[src/rtl/execute_ctrl.sv]
// Y86-64 execute-stage control: ALU operand/function select, condition codes,
// cmov/jXX evaluation, E->M pipeline register and a halt FSM that freezes CC.
module execute_ctrl (
    input  logic        clk,
    input  logic        reset,
    input  logic [3:0]  E_icode,
    input  logic [3:0]  E_ifun,
    input  logic [2:0]  E_stat,
    input  logic [63:0] E_valA,
    input  logic [63:0] E_valB,
    input  logic [63:0] E_valC,
    input  logic [3:0]  E_dstE,
    input  logic [3:0]  E_dstM,
    output logic [63:0] alu_a,
    output logic [63:0] alu_b,
    output logic [1:0]  alu_fun,
    input  logic [63:0] alu_res,
    input  logic        alu_zf,
    input  logic        alu_sf,
    input  logic        alu_of,
    input  logic [2:0]  m_stat,
    input  logic [2:0]  W_stat,
    input  logic        M_stall,
    input  logic        M_bubble,
    output logic        cc_zf,
    output logic        cc_sf,
    output logic        cc_of,
    output logic        e_cnd,
    output logic [3:0]  e_dstE,
    output logic [3:0]  M_icode,
    output logic [2:0]  M_stat,
    output logic        M_cnd,
    output logic [63:0] M_valE,
    output logic [63:0] M_valA,
    output logic [3:0]  M_dstE,
    output logic [3:0]  M_dstM,
    output logic        halted
);

    localparam logic [3:0] RNONE    = 4'hF;
    localparam logic [2:0] STAT_AOK = 3'd1;
    localparam logic [3:0] INOP     = 4'h1;

    typedef enum logic {StRun, StHalted} state_e;

    state_e state_q, state_d;
    logic   zf_q, sf_q, of_q;
    logic   cond, lt, set_cc, m_load;

    always_comb begin
        alu_a = '0;
        case (E_icode)
            4'h2, 4'h6:       alu_a = E_valA;
            4'h3, 4'h4, 4'h5: alu_a = E_valC;
            4'h8, 4'hA:       alu_a = 64'hFFFF_FFFF_FFFF_FFF8;
            4'h9, 4'hB:       alu_a = 64'd8;
            default:          alu_a = '0;
        endcase
    end

    always_comb begin
        alu_b = '0;
        case (E_icode)
            4'h4, 4'h5, 4'h6, 4'h8, 4'h9, 4'hA, 4'hB: alu_b = E_valB;
            default:                                  alu_b = '0;
        endcase
    end

    assign alu_fun = (E_icode == 4'h6) ? E_ifun[1:0] : 2'd0;

    // Conditions read the registered CC, never the in-flight ALU flags.
    assign lt = sf_q ^ of_q;
    always_comb begin
        cond = 1'b0;
        case (E_ifun)
            4'h0:    cond = 1'b1;
            4'h1:    cond = lt | zf_q;
            4'h2:    cond = lt;
            4'h3:    cond = zf_q;
            4'h4:    cond = ~zf_q;
            4'h5:    cond = ~lt;
            4'h6:    cond = ~lt & ~zf_q;
            default: cond = 1'b0;
        endcase
    end

    assign e_cnd  = ((E_icode == 4'h2) || (E_icode == 4'h7)) ? cond : 1'b0;
    assign e_dstE = ((E_icode == 4'h2) && !e_cnd) ? RNONE : E_dstE;

    assign halted = (state_q == StHalted);
    assign set_cc = (E_icode == 4'h6) && (m_stat == STAT_AOK) && (W_stat == STAT_AOK)
                    && !M_stall && !halted;
    assign m_load = !M_stall && !M_bubble;

    always_ff @(posedge clk) begin
        if (reset) begin
            zf_q <= 1'b1;
            sf_q <= 1'b0;
            of_q <= 1'b0;
        end else if (set_cc) begin
            zf_q <= alu_zf;
            sf_q <= alu_sf;
            of_q <= alu_of;
        end
    end

    assign cc_zf = zf_q;
    assign cc_sf = sf_q;
    assign cc_of = of_q;

    // Stall outranks bubble; reset outranks both.
    always_ff @(posedge clk) begin
        if (reset || (!M_stall && M_bubble)) begin
            M_icode <= INOP;
            M_stat  <= STAT_AOK;
            M_cnd   <= 1'b0;
            M_valE  <= '0;
            M_valA  <= '0;
            M_dstE  <= RNONE;
            M_dstM  <= RNONE;
        end else if (m_load) begin
            M_icode <= E_icode;
            M_stat  <= E_stat;
            M_cnd   <= e_cnd;
            M_valE  <= alu_res;
            M_valA  <= E_valA;
            M_dstE  <= e_dstE;
            M_dstM  <= E_dstM;
        end
    end

    always_comb begin
        state_d = state_q;
        if ((state_q == StRun) && m_load && (E_stat != STAT_AOK)) begin
            state_d = StHalted;
        end
    end

    always_ff @(posedge clk) begin
        if (reset) begin
            state_q <= StRun;
        end else begin
            state_q <= state_d;
        end
    end

endmodule

[config.mk]
export PLATFORM = sky130hd
export DESIGN_NAME = execute_ctrl
export DESIGN_NICKNAME = d
export VERILOG_FILES = /design/src/rtl/execute_ctrl.sv
export SDC_FILE = /design/constraint.sdc
export NUM_CORES = 1
export LEC_CHECK = 0
export CAP_MARGIN = 5
export CORE_AREA = 2 2 224 226
export DETAILED_ROUTE_END_ITERATION = 16
export DIE_AREA = 0 0 226 228
export SLEW_MARGIN = 0
export SYNTH_ARGS = -nofsm -noshare
export SYNTH_HDL_FRONTEND = slang
export SYNTH_SLANG_ARGS = --single-unit
export TNS_END_PERCENT = 30
[constraint.sdc]
create_clock -name clk -period 1.77 [get_ports clk]
set_input_delay 0.354 -clock clk [delete_from_list [all_inputs] [get_ports clk]]
set_output_delay 0.354 -clock clk [all_outputs]
set_load 0.05 [all_outputs]
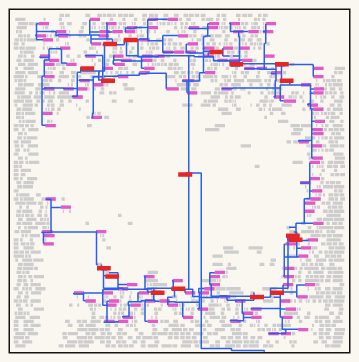
(run_1/clk_routes.png)
Scale: 1.5 px per micron.
Blue stands for clock wires, length 2420 microns. Magenta stands for flip-flops, count 148. Red stands for clock drivers, count 17.
Position of the flops: all over the die.

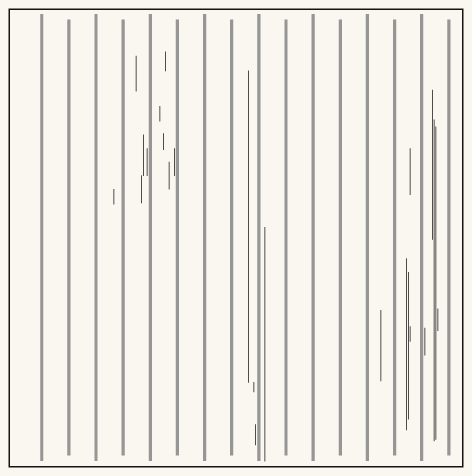
(run_1/layer_met4.png)
Scale: 2 px per micron. Supply wires on this layer in grey.
20 nets have wire on it. The layer holds 2.4% of the routed length. The longest straight run is 161 microns. The wires run mostly vertical. The layer carries 1050 microns of wire.
vias after detailed routing: 8952
detailed-route wire length: 43.4 mm

==> results.sh, run 1 <==
# physical design summary
export IMPL_utilization_pct=33.7
export IMPL_dr_first_iter_drc_count=419
export IMPL_multiInputGateArea_sq_um=4010
export IMPL_worstSetupEndpointType="output port"
export IMPL_comb_cells=609
export IMPL_fillerInstances=4967
export IMPL_finalCritPeriodShare_pct=127
export IMPL_synth_area_yosys_sq_um=7200
export IMPL_critPathSlowestCell="sky130_fd_sc_hd__dfxtp_4"
export IMPL_n_all_inverters=4
export IMPL_dominant_cell_class="non-clock buffers"
export IMPL_report_final_setup_viol=135
export IMPL_worst_hold_path_startpoint="reset"
export IMPL_list_of_most_frequent_post_synthesis_cells="sky130_fd_sc_hd__dfxtp_1, sky130_fd_sc_hd__nor2_1, sky130_fd_sc_hd__nor3b_1"
export IMPL_num_nonclk_buffers=671
export IMPL_clkbuf_count=17
export IMPL_finalInstanceArea_sq_um=16600
export IMPL_powerDensity_nw_per_um2=707
export IMPL_gp_congestion=0.813
export IMPL_post_layout_nonfiller_instances=2136
export IMPL_warnings=33
export IMPL_worst_setup_hold_path_clk_slew_ps=70
export IMPL_well_tap_count=672
export IMPL_synth_area_per_cell_sq_um=8.44
export IMPL_place_detailed_instances=2057
export IMPL_sequential_cell_area_sq_um=2970
export IMPL_synth_yosys_warnings=0
export IMPL_initial_utilization_pct=14.6
export IMPL_violated_checks="negative setup slack"
export IMPL_cts_sinks=148
export IMPL_boundary_pin_count=571
export IMPL_unrepaired_setup_endpoints_after_global_routing="true"
export IMPL_numPortBuffers=570
export IMPL_largestRegisters="M_valA (64), M_valE (64)"
export IMPL_layout_nets=1739
export IMPL_status="finished with violations"
export IMPL_comb_share_pct=24.1
export IMPL_timing_critical_path_mode_cell="sky130_fd_sc_hd__buf_12"
export IMPL_floorplan_die_height_microns=228
export IMPL_synth_yosys_num_cells=853
export IMPL_xor_share_pct=0.243
export IMPL_power_largest_group="combinational logic"
export IMPL_core_region_area_sq_um=49300
export IMPL_finalWorstSetupSlack_ps=-476
export IMPL_critical_path_arrival_ps=1890
export IMPL_regToRegStartpoint="halted"
export IMPL_cell_int_power_w=0.00765
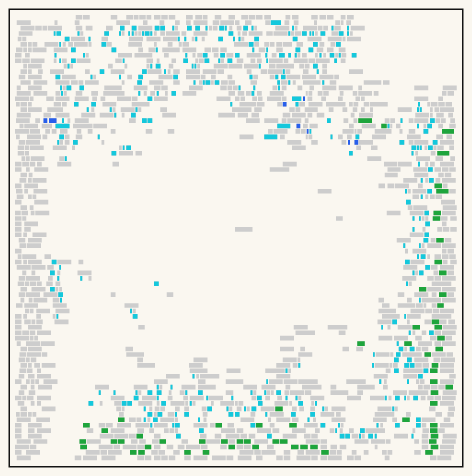
(run_1/logic_types.png)
Scale: 2 px per micron.
Green stands for AND-OR and OR-AND gates, cells 65. Blue stands for NAND gates, cells 8. Cyan stands for NOR gates, cells 297, where all over the die.

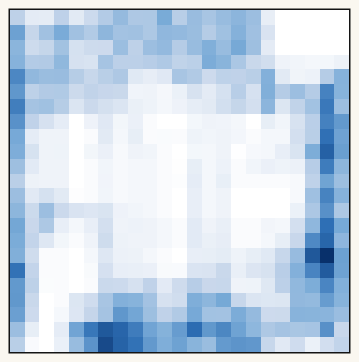
(run_1/metal_density.png)
Scale: 1.5 px per micron. 23 x 23 tiles, from white (low) to dark blue (high), scaled to the fullest tile. Values are wire area over tile area, all layers added.
8.7% of the tiles are nearly empty. The fullest tile reaches 0.58. 12% of the tiles are over half the peak. The mean over all tiles is 0.14.

run 1: worst max path at each step:
stage,endpoint,slack [ps],cells past startpoint
floorplan,e_cnd,-210,4
global placement,alu_a[58],-700,6
detailed placement,alu_a[54],-730,6
CTS,e_dstE[3],-520,6
global route,e_dstE[1],-570,6
finish,e_dstE[1],-480,6
run 1: per-layer routing:
| metal | vias up | wire (microns) | track usage [%] | part of all wire [%] |
|---|---|---|---|---|
| li1 | 4234 | - | - | - |
| met1 | 4221 | 16200 | 17.1 | 37 |
| met2 | 448 | 22400 | 30.1 | 52 |
| met3 | 49 | 3740 | 5.31 | 8.6 |
| met4 | 0 | 1050 | 5.53 | 2.4 |
| met5 | - | 0 | 0 | 0 |
==> run_1/congestion.png <==
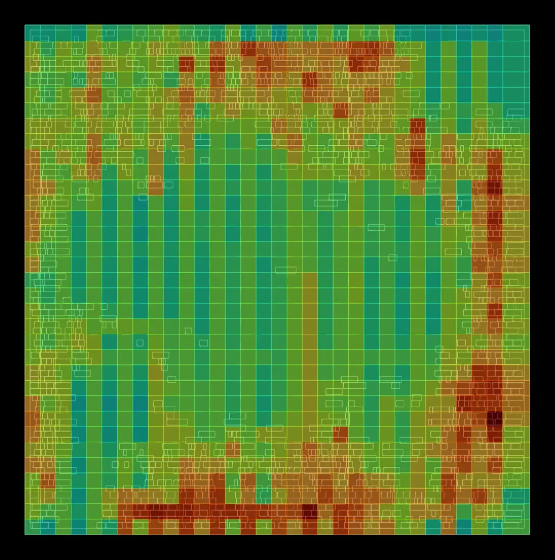

--- run 2 (diff from run 1) ---
--- a/config.mk
+++ b/config.mk
@@ -9,6 +9,7 @@
 export CORE_AREA = 2 2 224 226
 export DETAILED_ROUTE_END_ITERATION = 16
 export DIE_AREA = 0 0 226 228
+export PLACE_DENSITY = 0.44
 export SLEW_MARGIN = 0
 export SYNTH_ARGS = -nofsm -noshare
 export SYNTH_HDL_FRONTEND = slang
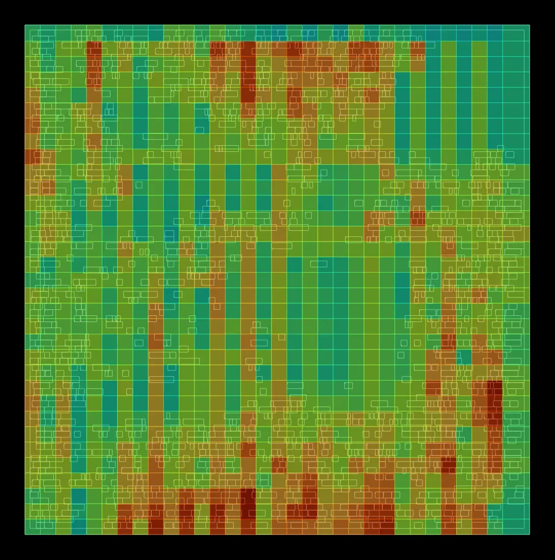
(run_2/congestion.png)
routing usage on met1: 17.6%
met2 capacity usage during global routing: 28.8%
busiest layer in global routing: met2
global-route usage over all layers: 16.3%

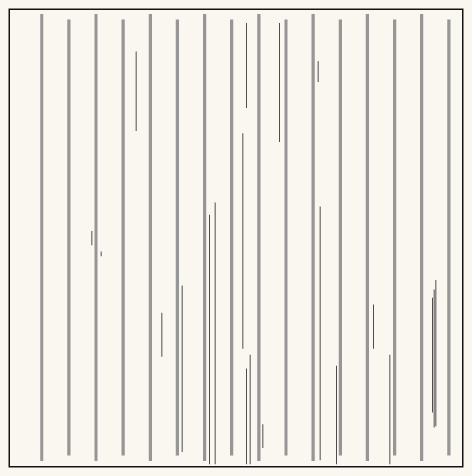
(run_2/layer_met4.png)
Scale: 2 px per micron. Supply wires on this layer in grey.
The wires run mostly vertical. The layer holds 2.8% of the routed length.

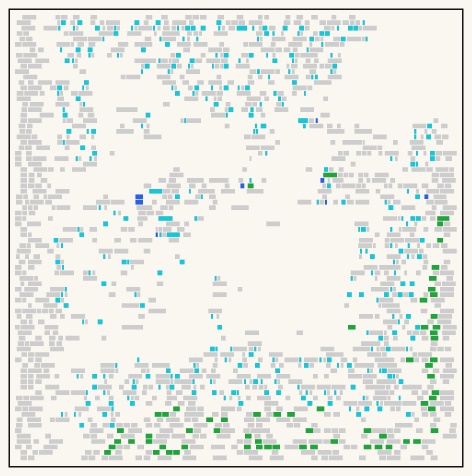
(run_2/logic_types.png)
Scale: 2 px per micron.
Green stands for AND-OR and OR-AND gates, cells 65. Blue stands for NAND gates, cells 8. Cyan stands for NOR gates, cells 297, where all over the die.
fin cells: 2141
proportion of cell area occupied by multi-input gates: 24.5%

==> run 2 against run 1 <==
  * The run still ends with negative setup slack left
  * Sequential share of layout area hardly changed
  * Synthesized cell count stayed put
  * Critical path type unchanged
  * Wire length is 1.2% lower
  * Combinational power hardly changed
  * Setup slack better by 70 ps
  * Critical path depth stayed put
  * Sequential power hardly changed
  * Maximum frequency is 3.2% higher
  * First-iteration DRC count is 7.4% lower
  * Count of clock-buffer cells in the layout is 1 higher
  * Sequential cell count stayed put
  * Clock power is about 10% higher
==> results.sh, run 2 <==
# physical design summary
export IMPL_status="finished with violations"
export IMPL_violated_checks="negative setup slack"
export IMPL_wl_met1_mm=16.2
export IMPL_report_final_setup_viol=110
export IMPL_gp_congestion=0.833
export IMPL_boundary_pin_count=571
export IMPL_critPathCapture="e_dstE[0]"
export IMPL_cts_sinks=148
export IMPL_finalCritPeriodShare_pct=123
export IMPL_floorplan_die_height_microns=228
export IMPL_synth_area_yosys_sq_um=7200
export IMPL_global_route_usage_met3_pct=5.44
export IMPL_worstSetupEndpointType="output port"
export IMPL_synth_area_per_cell_sq_um=8.44
export IMPL_cell_int_power_w=0.00809
export IMPL_initial_utilization_pct=14.6
export IMPL_synth_yosys_warnings=0
export IMPL_regToRegStartpoint="cc_zf"
export IMPL_timing_critical_path_mode_cell="sky130_fd_sc_hd__buf_12"
export IMPL_powerDensity_nw_per_um2=727
export IMPL_dr_first_iter_drc_count=388
export IMPL_sequential_cell_area_sq_um=2970
export IMPL_worst_hold_path_startpoint="M_stall"
export IMPL_critical_path_arrival_ps=1820
export IMPL_finalWorstSetupSlack_ps=-406
export IMPL_multiInputGateArea_sq_um=4080
export IMPL_place_detailed_instances=2072
export IMPL_list_of_most_frequent_post_synthesis_cells="sky130_fd_sc_hd__dfxtp_1, sky130_fd_sc_hd__nor2_1, sky130_fd_sc_hd__nor3b_1"
export IMPL_numPortBuffers=570
export IMPL_synth_yosys_num_cells=853
export IMPL_detailroute_via_count=8890
export IMPL_finalInstanceArea_sq_um=16700
export IMPL_layout_nets=1741
export IMPL_unrepaired_setup_endpoints_after_global_routing="true"
export IMPL_warnings=33
export IMPL_critPathSlowestCell="sky130_fd_sc_hd__dfxtp_4"
==> run 2: cell type report <==
| type | count | area share [%] |
|---|---|---|
| diodes | 3 | 0.0450 |
| clock buffers | 18 | 2.63 |
| clock inverters | 14 | 1.20 |
| inverters | 4 | 0.0900 |
| multi-input cells | 609 | 24.5 |
| flip-flops and latches | 148 | 17.8 |
| well taps | 672 | 5.04 |
| repair buffers | 673 | 48.7 |
==> run 2: cell families (layout without fill, tap and decap cells) <==
logic type	count (synthesis)	count (layout)	share of synthesized area [%]
buf+inv	96	709	6.17
simple gates	376	376	30.1
flops	148	148	41.1
mux	4	4	0.747
xor+xnor	2	2	0.243
other cells	0	3	0
compound gates	227	227	21.6
Power is estimated from default activity; no workload was simulated.
